Fig. 1: routed clock nets over the placement
The bar under the picture is 100 µm long.
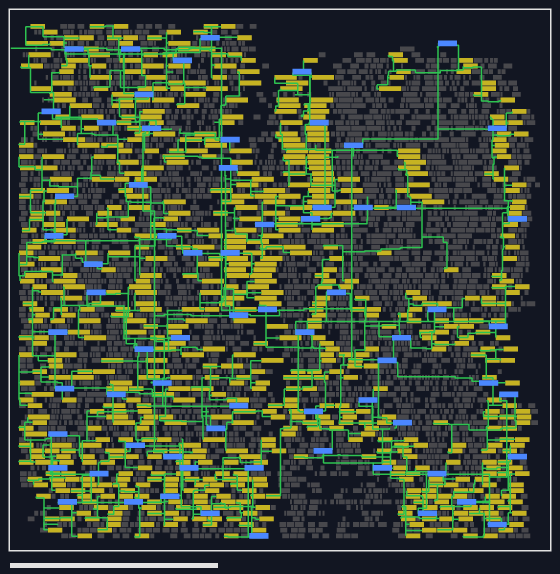
Fig. 2: routed metal, one colour a layer
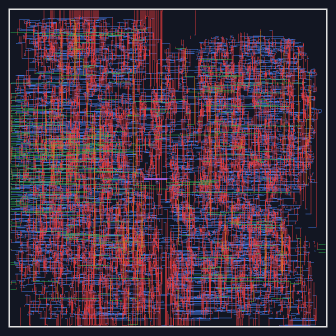
Fig. 3: nets reached from selected ports
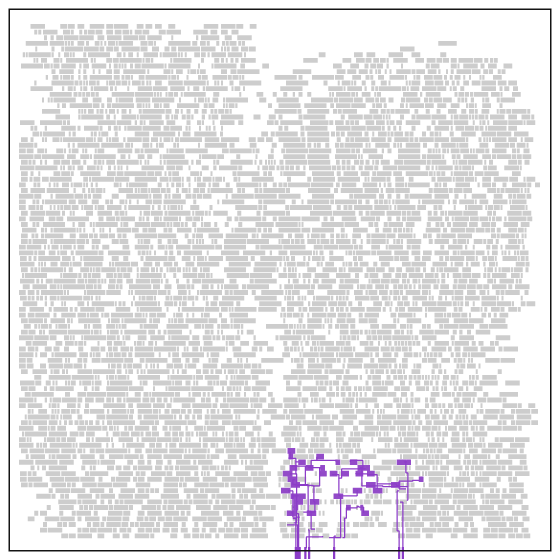
Fig. 4: clock routing
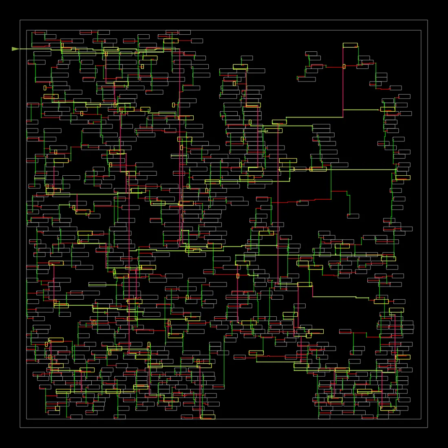
Fig. 5: logic cells by family
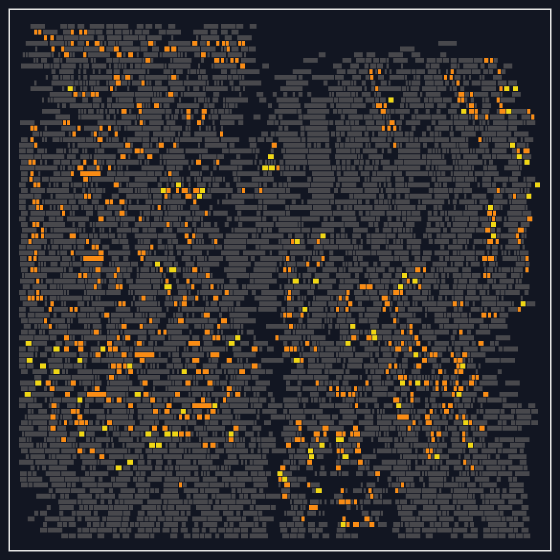
[config.mk]
export PLATFORM = sky130hd
export DESIGN_NAME = rgb_color_classifier
export DESIGN_NICKNAME = d
export VERILOG_FILES = /design/src/rtl/rgb_color_classifier.sv
export SDC_FILE = /design/constraint.sdc
export NUM_CORES = 2
export LEC_CHECK = 0
export ABC_AREA = 0
export CORE_MARGIN = 4
export CORE_UTILIZATION = 60
export CTS_CLUSTER_DIAMETER = 120
export CTS_CLUSTER_SIZE = 12
export DETAILED_ROUTE_END_ITERATION = 12
export PLACE_DENSITY = 0.81
export SLEW_MARGIN = 10
export SYNTH_ARGS = -nofsm -noshare
export SYNTH_HDL_FRONTEND = slang
export SYNTH_SLANG_ARGS = --single-unit
[constraint.sdc]
create_clock -name clk -period 5.8 [get_ports clk]
set_input_delay 1.45 -clock clk [delete_from_list [all_inputs] [get_ports clk]]
set_output_delay 1.45 -clock clk [all_outputs]
set_load 0.01 [all_outputs]
[src/rtl/rgb_color_classifier.sv]
// Four-stage HSV colour classifier with NUM_COLORS programmable hue/value/saturation
// windows, active-window blanking and per-class frame statistics (count + bounding box).
module rgb_color_classifier #(
    parameter int  NUM_COLORS = 2,
    parameter int  H_ACT      = 480,
    parameter int  W_ACT      = 640,
    parameter int  CNT_W      = 19,
    localparam int SW         = (NUM_COLORS > 1) ? $clog2(NUM_COLORS) : 1
) (
    input  logic                        clk,
    input  logic                        reset,
    input  logic                        i_valid,
    input  logic [7:0]                  i_R,
    input  logic [7:0]                  i_G,
    input  logic [7:0]                  i_B,
    input  logic [12:0]                 i_row,
    input  logic [12:0]                 i_col,
    input  logic                        cfg_we,
    input  logic [SW-1:0]               cfg_sel,
    input  logic [1:0]                  cfg_addr,
    input  logic [7:0]                  cfg_data,
    output logic                        o_valid,
    output logic [7:0]                  o_R,
    output logic [7:0]                  o_G,
    output logic [7:0]                  o_B,
    output logic [12:0]                 o_row,
    output logic [12:0]                 o_col,
    output logic [NUM_COLORS-1:0]       o_color,
    output logic                        stat_valid,
    output logic [NUM_COLORS*CNT_W-1:0] stat_count,
    output logic [NUM_COLORS*13-1:0]    stat_rmin,
    output logic [NUM_COLORS*13-1:0]    stat_rmax,
    output logic [NUM_COLORS*13-1:0]    stat_cmin,
    output logic [NUM_COLORS*13-1:0]    stat_cmax
);

    localparam logic [12:0] COORD_MAX = 13'h1FFF;

    // Reset values: class 0 red, class 1 green, the rest never match.
    function automatic logic [5:0] rst_lo(input int k);
        return (k == 1) ? 6'd7 : 6'd0;
    endfunction
    function automatic logic [5:0] rst_hi(input int k);
        return (k == 0) ? 6'd1 : (k == 1) ? 6'd9 : 6'd0;
    endfunction
    function automatic logic [7:0] rst_vmin(input int k);
        return (k < 2) ? 8'd65 : 8'd255;
    endfunction
    function automatic logic [2:0] rst_shf(input int k);
        return (k == 0) ? 3'd1 : (k == 1) ? 3'd2 : 3'd0;
    endfunction

    logic [5:0] lo_sh   [NUM_COLORS];
    logic [5:0] hi_sh   [NUM_COLORS];
    logic [7:0] vmin_sh [NUM_COLORS];
    logic [2:0] shf_sh  [NUM_COLORS];
    logic [5:0] lo_act  [NUM_COLORS];
    logic [5:0] hi_act  [NUM_COLORS];
    logic [7:0] vmin_act[NUM_COLORS];
    logic [2:0] shf_act [NUM_COLORS];

    logic eof;

    always_ff @(posedge clk) begin
        if (reset) begin
            for (int k = 0; k < NUM_COLORS; k++) begin
                lo_sh[k]    <= rst_lo(k);
                hi_sh[k]    <= rst_hi(k);
                vmin_sh[k]  <= rst_vmin(k);
                shf_sh[k]   <= rst_shf(k);
                lo_act[k]   <= rst_lo(k);
                hi_act[k]   <= rst_hi(k);
                vmin_act[k] <= rst_vmin(k);
                shf_act[k]  <= rst_shf(k);
            end
        end else begin
            // The copy reads shadow before this cycle's write lands.
            if (eof) begin
                for (int k = 0; k < NUM_COLORS; k++) begin
                    lo_act[k]   <= lo_sh[k];
                    hi_act[k]   <= hi_sh[k];
                    vmin_act[k] <= vmin_sh[k];
                    shf_act[k]  <= shf_sh[k];
                end
            end
            if (cfg_we) begin
                for (int k = 0; k < NUM_COLORS; k++) begin
                    if (cfg_sel == SW'(k)) begin
                        case (cfg_addr)
                            2'd0:    lo_sh[k]   <= cfg_data[5:0];
                            2'd1:    hi_sh[k]   <= cfg_data[5:0];
                            2'd2:    vmin_sh[k] <= cfg_data;
                            default: shf_sh[k]  <= cfg_data[2:0];
                        endcase
                    end
                end
            end
        end
    end

    logic [7:0] mx_c, mn_c;
    logic [1:0] am_c;

    always_comb begin
        am_c = 2'd0;
        mx_c = i_R;
        if (!(i_R >= i_G && i_R >= i_B)) begin
            if (i_G >= i_B) begin
                am_c = 2'd1;
                mx_c = i_G;
            end else begin
                am_c = 2'd2;
                mx_c = i_B;
            end
        end
        mn_c = i_R;
        if (i_G < mn_c) mn_c = i_G;
        if (i_B < mn_c) mn_c = i_B;
    end

    logic               v1, v2, v3;
    logic [7:0]         r1, g1, b1, r2, g2, b2, r3, g3, b3;
    logic [12:0]        row1, col1, row2, col2, row3, col3;
    logic [7:0]         mx1, mn1;
    logic [1:0]         am1;
    logic [7:0]         d2, val2, d3;
    logic signed [13:0] h2, h3;
    logic signed [13:0] lo3 [NUM_COLORS];
    logic signed [13:0] hi3 [NUM_COLORS];
    logic               vok3[NUM_COLORS];
    logic [7:0]         vsh3[NUM_COLORS];

    logic [7:0]         d_c;
    logic signed [13:0] r_s, g_s, b_s, d_s, h_c;

    always_comb begin
        d_c = mx1 - mn1;
        r_s = $signed({6'd0, r1});
        g_s = $signed({6'd0, g1});
        b_s = $signed({6'd0, b1});
        d_s = $signed({6'd0, d_c});
        case (am1)
            2'd0:    h_c = g_s - b_s;
            2'd1:    h_c = (d_s <<< 1) + (b_s - r_s);
            default: h_c = (d_s <<< 2) + (r_s - g_s);
        endcase
    end

    logic signed [13:0] lo_p [NUM_COLORS];
    logic signed [13:0] hi_p [NUM_COLORS];
    logic signed [13:0] d2_s;

    always_comb begin
        d2_s = $signed({6'd0, d2});
        for (int k = 0; k < NUM_COLORS; k++) begin
            lo_p[k] = $signed({{8{lo_act[k][5]}}, lo_act[k]}) * d2_s;
            hi_p[k] = $signed({{8{hi_act[k][5]}}, hi_act[k]}) * d2_s;
        end
    end

    logic                  win_c;
    logic [NUM_COLORS-1:0] match_c;

    always_comb begin
        win_c = (row3 < 13'(H_ACT)) && (col3 < 13'(W_ACT));
        for (int k = 0; k < NUM_COLORS; k++) begin
            match_c[k] = (lo3[k] < h3) && (h3 < hi3[k]) && vok3[k] && (d3 > vsh3[k]);
        end
    end

    always_ff @(posedge clk) begin
        if (reset) begin
            {v1, v2, v3, o_valid} <= '0;
            {r1, g1, b1, r2, g2, b2, r3, g3, b3} <= '0;
            {row1, col1, row2, col2, row3, col3} <= '0;
            {mx1, mn1, am1, d2, val2, d3} <= '0;
            h2 <= '0;
            h3 <= '0;
            for (int k = 0; k < NUM_COLORS; k++) begin
                lo3[k]  <= '0;
                hi3[k]  <= '0;
                vok3[k] <= 1'b0;
                vsh3[k] <= '0;
            end
            {o_R, o_G, o_B} <= '0;
            {o_row, o_col}  <= '0;
            o_color         <= '0;
        end else begin
            v1   <= i_valid;
            r1   <= i_R;
            g1   <= i_G;
            b1   <= i_B;
            row1 <= i_row;
            col1 <= i_col;
            mx1  <= mx_c;
            mn1  <= mn_c;
            am1  <= am_c;

            v2   <= v1;
            r2   <= r1;
            g2   <= g1;
            b2   <= b1;
            row2 <= row1;
            col2 <= col1;
            d2   <= d_c;
            val2 <= mx1;
            h2   <= h_c;

            v3   <= v2;
            r3   <= r2;
            g3   <= g2;
            b3   <= b2;
            row3 <= row2;
            col3 <= col2;
            d3   <= d2;
            h3   <= h2;
            for (int k = 0; k < NUM_COLORS; k++) begin
                lo3[k]  <= lo_p[k] >>> 2;
                hi3[k]  <= hi_p[k] >>> 2;
                vok3[k] <= (val2 >= vmin_act[k]);
                vsh3[k] <= val2 >> shf_act[k];
            end

            o_valid <= v3;
            o_row   <= row3;
            o_col   <= col3;
            o_R     <= win_c ? r3 : 8'd0;
            o_G     <= win_c ? g3 : 8'd0;
            o_B     <= win_c ? b3 : 8'd0;
            o_color <= (v3 && win_c) ? match_c : '0;
        end
    end

    logic [CNT_W-1:0] acc_cnt [NUM_COLORS];
    logic [12:0]      acc_rmin[NUM_COLORS];
    logic [12:0]      acc_rmax[NUM_COLORS];
    logic [12:0]      acc_cmin[NUM_COLORS];
    logic [12:0]      acc_cmax[NUM_COLORS];
    logic [CNT_W-1:0] n_cnt   [NUM_COLORS];
    logic [12:0]      n_rmin  [NUM_COLORS];
    logic [12:0]      n_rmax  [NUM_COLORS];
    logic [12:0]      n_cmin  [NUM_COLORS];
    logic [12:0]      n_cmax  [NUM_COLORS];

    assign eof = o_valid && (o_row == 13'(H_ACT - 1)) && (o_col == 13'(W_ACT - 1));

    // Next accumulator values include the current output pixel, so the EOF pixel is counted.
    always_comb begin
        for (int k = 0; k < NUM_COLORS; k++) begin
            n_cnt[k]  = acc_cnt[k];
            n_rmin[k] = acc_rmin[k];
            n_rmax[k] = acc_rmax[k];
            n_cmin[k] = acc_cmin[k];
            n_cmax[k] = acc_cmax[k];
            if (o_valid && o_color[k]) begin
                if (acc_cnt[k] != '1) n_cnt[k] = acc_cnt[k] + CNT_W'(1);
                if (o_row < acc_rmin[k]) n_rmin[k] = o_row;
                if (o_row > acc_rmax[k]) n_rmax[k] = o_row;
                if (o_col < acc_cmin[k]) n_cmin[k] = o_col;
                if (o_col > acc_cmax[k]) n_cmax[k] = o_col;
            end
        end
    end

    always_ff @(posedge clk) begin
        if (reset) begin
            stat_valid <= 1'b0;
            for (int k = 0; k < NUM_COLORS; k++) begin
                acc_cnt[k]  <= '0;
                acc_rmin[k] <= COORD_MAX;
                acc_rmax[k] <= '0;
                acc_cmin[k] <= COORD_MAX;
                acc_cmax[k] <= '0;
                stat_count[k*CNT_W +: CNT_W] <= '0;
                stat_rmin[k*13 +: 13] <= COORD_MAX;
                stat_rmax[k*13 +: 13] <= '0;
                stat_cmin[k*13 +: 13] <= COORD_MAX;
                stat_cmax[k*13 +: 13] <= '0;
            end
        end else begin
            stat_valid <= eof;
            for (int k = 0; k < NUM_COLORS; k++) begin
                if (eof) begin
                    stat_count[k*CNT_W +: CNT_W] <= n_cnt[k];
                    stat_rmin[k*13 +: 13] <= n_rmin[k];
                    stat_rmax[k*13 +: 13] <= n_rmax[k];
                    stat_cmin[k*13 +: 13] <= n_cmin[k];
                    stat_cmax[k*13 +: 13] <= n_cmax[k];
                    acc_cnt[k]  <= '0;
                    acc_rmin[k] <= COORD_MAX;
                    acc_rmax[k] <= '0;
                    acc_cmin[k] <= COORD_MAX;
                    acc_cmax[k] <= '0;
                end else begin
                    acc_cnt[k]  <= n_cnt[k];
                    acc_rmin[k] <= n_rmin[k];
                    acc_rmax[k] <= n_rmax[k];
                    acc_cmin[k] <= n_cmin[k];
                    acc_cmax[k] <= n_cmax[k];
                end
            end
        end
    end

endmodule

==> deck_impl_summary.md <==
Implementation Results

Cells and area
  – FF/Latch Area: 0.0167 mm²
  – Invs w/o clock: 308
  – Most frequent cells in the layout: dfxtp_1, ha_1, nor2_1
  – Buffers, non-clock: 290
  – Fill cell count: 4688
  – Logic area: 0.0200 mm²

Logic synthesis
  – Mean post-synth cell area: 10.2 µm²
  – Cell Type Count: 78
  – XOR Share, Synth: 0.0233
  – Top_reg_cell synth: dfxtp_1
  – Yosys Instances: 3722

Routing
  – Detail-routed via count per cell: 5.49
  – DRC viols: 0

Worst hold path
  – WHS Path Cells: 1
  – Min-delay src: r3[5]

Worst setup path
  – CP Class: in2reg

GRT
  – Largest net degree at the start of global routing: 120

Outcome
  – Status: finished clean

Power
  – Top pwr grp: sequential cells
  – Comb pwr: 0.00498 W

Floorplanning
  – Die ar.: 0.0673 mm²
  – Core Region: 0.0622 mm²

Placement
  – Dpl cell area: 0.0417 mm²

Clocking
  – Post-CTS sizing: 0

STA
  – Final Critical Period: 4.91 ns
  – Worst Tran Pin Value: 1.14 ns
  – RSZ-0062 raised after global routing: no
Back to the opening pictures, Fig. 1:
[clock drivers] blue | count: 69
[flip-flops] yellow | count: 715
[clock wires] green | length: 8410 µm
routed clock nets: 70
Clock Power: 0.00414 W
Late-Pin Clk Latency: 0.62 ns
clock power share: 0.277
Setup Skew: 0.0447 ns

Back to the opening pictures, Fig. 2:
[metal 2] red | wire length: 45.0 mm
[metal 1] blue | wire length: 37.4 mm
[metal 5] purple | wire length: 17.5 µm
[metal 4] orange | wire length: 2380 µm
[metal 3] green | wire length: 5170 µm
Tot GR Track Use: 0.267
final wirelength: 89900 µm
DR vias: 27.1k
wire per inst: 18.2 µm

Back to the opening pictures, Fig. 3:
[`i_G`] purple | bits: 8 | direction: input | end cells: 38 | buffers: 8 | wire: 526 µm
num ports: 261
port bufs: 260

Back to the opening pictures, Fig. 4:
CTS sink cnt: 715
Flop Count: 715
total CTS buffers: 69
clock buffers: 103

Back to the opening pictures, Fig. 5:
[aoi and oai cells] orange | cells: 512 | most used: a21oi_1 | where: widely spread
[non-inverting ao/oa cells] yellow | cells: 83 | most used: a21o_1
combinational share of cell area: 0.457
Finished Layout Cells: 4939

No activity file was given, so power comes from the tool's default toggle rates.
